===== config.mk =====
export PLATFORM = sky130hd
export DESIGN_NAME = beam_weight_sequencer
export DESIGN_NICKNAME = d
export VERILOG_FILES = /design/src/rtl/beam_weight_sequencer.sv
export SDC_FILE = /design/constraint.sdc
export NUM_CORES = 1
export LEC_CHECK = 0
export CAP_MARGIN = 15
export CORE_MARGIN = 10
export CORE_UTILIZATION = 50
export DETAILED_ROUTE_END_ITERATION = 8
export HOLD_SLACK_MARGIN = 0.02
export PLACE_DENSITY = 0.7
export SKIP_LAST_GASP = 1
export SLEW_MARGIN = 10
export SYNTH_ARGS = -nofsm -noshare
export SYNTH_HDL_FRONTEND = slang
export SYNTH_SLANG_ARGS = --single-unit

===== constraint.sdc =====
create_clock -name clock -period 2.3 [get_ports clock]
set_clock_uncertainty 0.2 [all_clocks]
set_input_delay 0.23 -clock clock [delete_from_list [all_inputs] [get_ports clock]]
set_output_delay 0.23 -clock clock [all_outputs]
set_load 0.02 [all_outputs]

===== src/rtl/beam_weight_sequencer.sv =====
// Beam weight sequencer: sweeps a programmable weight-set table into the phase shifter,
// changing weights only on sample boundaries. Optional continuous sweep: PHASE_SWEEP_LOOP_EN.
module beam_weight_sequencer #(
  parameter int DEPTH    = 16,
  parameter int ADDR_W   = 4,
  parameter int W_W      = 5,
  parameter int DWELL_W  = 8,
  parameter int PRESCALE = 8
) (
  input  logic               clock,
  input  logic               reset,
  input  logic               cfg_we,
  input  logic [ADDR_W-1:0]  cfg_addr,
  input  logic [4*W_W-1:0]   cfg_wdata,
  output logic               cfg_err,
  input  logic [ADDR_W-1:0]  num_steps,
  input  logic [DWELL_W-1:0] dwell,
  input  logic               start,
  input  logic               abort,
  input  logic               loop_mode,
  output logic               busy,
  output logic               done,
  output logic [ADDR_W-1:0]  step_idx,
  output logic               sample_stb,
  output logic [W_W-1:0]     w_cos_1,
  output logic [W_W-1:0]     w_sin_1,
  output logic [W_W-1:0]     w_cos_2,
  output logic [W_W-1:0]     w_sin_2,
  output logic [1:0]         dbg_state
);

  localparam int PS_W = $clog2(PRESCALE);
  localparam logic [ADDR_W-1:0] FIRST_IDX = '0;

  typedef enum logic [1:0] {
    S_IDLE = 2'd0,
    S_ARM  = 2'd1,
    S_RUN  = 2'd2
  } state_t;

  // Control protocol: start and abort are single-clock request pulses with no ready;
  // start is honoured only in IDLE, abort only while busy (abort wins), and done is a
  // one-clock pulse issued on the edge that finishes (or wraps) a sweep.
  state_t              r_state;
  logic [PS_W-1:0]     r_ps_cnt;
  logic [4*W_W-1:0]    r_table [DEPTH];
  logic [4*W_W-1:0]    r_weights;
  logic [ADDR_W-1:0]   r_step_idx;
  logic [ADDR_W-1:0]   r_num_steps;
  logic [DWELL_W-1:0]  r_dwell_last;
  logic [DWELL_W-1:0]  r_dwell_cnt;
  logic                r_done;
  logic                r_cfg_err;
  logic                w_stb;
  logic                w_loop;
  logic [ADDR_W-1:0]   w_next_idx;

`ifdef PHASE_SWEEP_LOOP_EN
  logic r_loop;
  assign w_loop = r_loop;
`else
  logic w_unused_loop;
  assign w_unused_loop = loop_mode;
  assign w_loop        = 1'b0;
`endif

  // Counter shares reset with the phase shifter's prescaler, so both stay in phase.
  assign w_stb      = (r_ps_cnt == PS_W'(PRESCALE - 1));
  assign w_next_idx = r_step_idx + ADDR_W'(1);

  always_ff @(posedge clock) begin
    if (reset) begin
      r_ps_cnt <= '0;
    end else if (w_stb) begin
      r_ps_cnt <= '0;
    end else begin
      r_ps_cnt <= r_ps_cnt + PS_W'(1);
    end
  end

  always_ff @(posedge clock) begin
    if (reset) begin
      for (int i = 0; i < DEPTH; i++) begin
        r_table[i] <= '0;
      end
    end else if (cfg_we && (r_state == S_IDLE)) begin
      r_table[cfg_addr] <= cfg_wdata;
    end
  end

  always_ff @(posedge clock) begin
    if (reset) begin
      r_state      <= S_IDLE;
      r_weights    <= '0;
      r_step_idx   <= '0;
      r_num_steps  <= '0;
      r_dwell_last <= '0;
      r_dwell_cnt  <= '0;
      r_done       <= 1'b0;
      r_cfg_err    <= 1'b0;
`ifdef PHASE_SWEEP_LOOP_EN
      r_loop       <= 1'b0;
`endif
    end else begin
      r_done <= 1'b0;
      if (cfg_we && (r_state != S_IDLE)) begin
        r_cfg_err <= 1'b1;
      end
      case (r_state)
        S_IDLE: begin
          if (start && !abort) begin
            r_state      <= S_ARM;
            r_num_steps  <= num_steps;
            // Dwell of 0 behaves like 1: store the last dwell count, not the length.
            r_dwell_last <= (dwell == '0) ? '0 : dwell - DWELL_W'(1);
`ifdef PHASE_SWEEP_LOOP_EN
            r_loop       <= loop_mode;
`endif
          end
        end
        S_ARM: begin
          if (abort) begin
            r_state <= S_IDLE;
          end else if (w_stb) begin
            r_weights   <= r_table[FIRST_IDX];
            r_step_idx  <= FIRST_IDX;
            r_dwell_cnt <= '0;
            r_state     <= S_RUN;
          end
        end
        S_RUN: begin
          if (abort) begin
            r_state <= S_IDLE;
          end else if (w_stb) begin
            if (r_dwell_cnt < r_dwell_last) begin
              r_dwell_cnt <= r_dwell_cnt + DWELL_W'(1);
            end else if (r_step_idx < r_num_steps) begin
              r_step_idx  <= w_next_idx;
              r_weights   <= r_table[w_next_idx];
              r_dwell_cnt <= '0;
            end else begin
              r_done <= 1'b1;
              if (w_loop) begin
                r_weights   <= r_table[FIRST_IDX];
                r_step_idx  <= FIRST_IDX;
                r_dwell_cnt <= '0;
              end else begin
                r_state <= S_IDLE;
              end
            end
          end
        end
        default: r_state <= S_IDLE;
      endcase
    end
  end

  assign busy       = (r_state != S_IDLE);
  assign done       = r_done;
  assign cfg_err    = r_cfg_err;
  assign step_idx   = r_step_idx;
  assign sample_stb = w_stb;
  assign dbg_state  = r_state;
  assign w_cos_1    = r_weights[4*W_W-1 -: W_W];
  assign w_sin_1    = r_weights[3*W_W-1 -: W_W];
  assign w_cos_2    = r_weights[2*W_W-1 -: W_W];
  assign w_sin_2    = r_weights[W_W-1:0];

endmodule


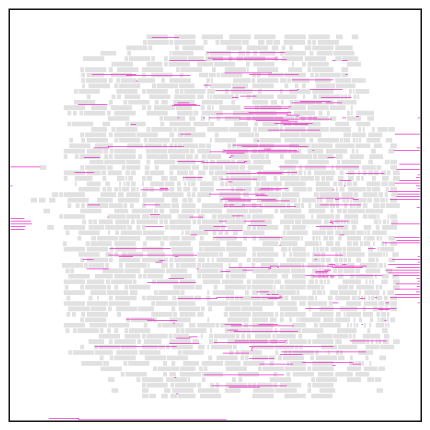
(images/m3.png)
(2 px per µm)
main direction: horizontal
wire length on this layer: 2970 µm
nets with wire on the layer: 146
longest straight run: 73.6 µm
met3 usage: 3.24%
routed vias: 10.6k

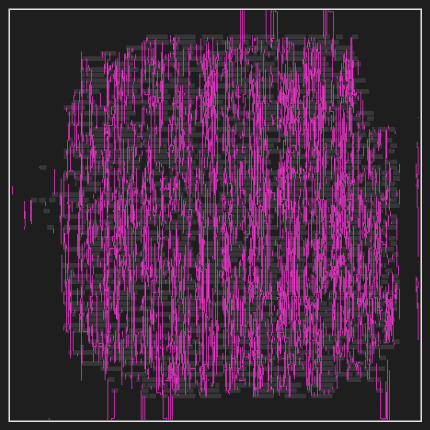
(images/m2.png)
(2 px per µm)
wire length on this layer: 21.1 mm
nets with wire on the layer: 1223
GR Util met2: 31.7%
total wire length: 42600 µm

==> layer usage <==
layer  track usage, %  part of all wire [%]  vias up
met1             26.0                    42     5375
met2             31.7                    50      376
met5                0                     0        -
li1                 -                     -     4802
met4             4.99                   1.8        0
met3             3.24                   7.0       68
==> power by group <==
group	internal (mW)	switching, mW
Sequential	7.56	0.0866
Clock	3.45	2.59
Combinational	0.412	0.469
==> registers in the layout (all words and copies together) (netlist names) <==
register      count
cfg_err           1
dbg_state         2
done              1
r_dwell_cnt       8
r_dwell_last      8
r_num_steps       4
r_ps_cnt          3
r_table         320
r_weights        20
step_idx          4
==> what timing repair did <==
item | 4_1_cts | 5_1_grt
endpoints found under the setup margin | 32 | 287
resized | 30 | 89
cloned | 0 | 9
pin swaps | 5 | 29
setup buffers | 7 | 20
==> GITHUB_STEP_SUMMARY <==
## PnR job results

| Metric | Value |
|---|---|
| Status | complete, but fails checks |
| Failing checks | negative setup slack |
| Synth Instances | 1225 |
| Required time of the critical path | 2.54 ns |
| CP Capture Type | flip-flop |
| Xor/xnor share | 0.357% |
| Hold WC Path Type | primary input to flip-flop |
| Data buffer area share | 11.4% |
| Final setup fails | 59 |
| Sequential-to-total area share from yosys stat | 62.0% |
| Top-count cell post-synth | and2_1 |
| Setup WS pre-CTS | -0.291 ns |
| Tool warnings | 30 |
| Global route total overflow | 0 |
| Avg WL per Cell | 22.9 µm |
| Flip-flops | 371 |
| Stages on the worst setup path | 8 |
| Setup ws final | -0.182 ns |
| Multi-input combinational area share | 31.0% |
| WP data arrival | 2.73 ns |
No activity file was given, so power comes from the tool's default toggle rates.
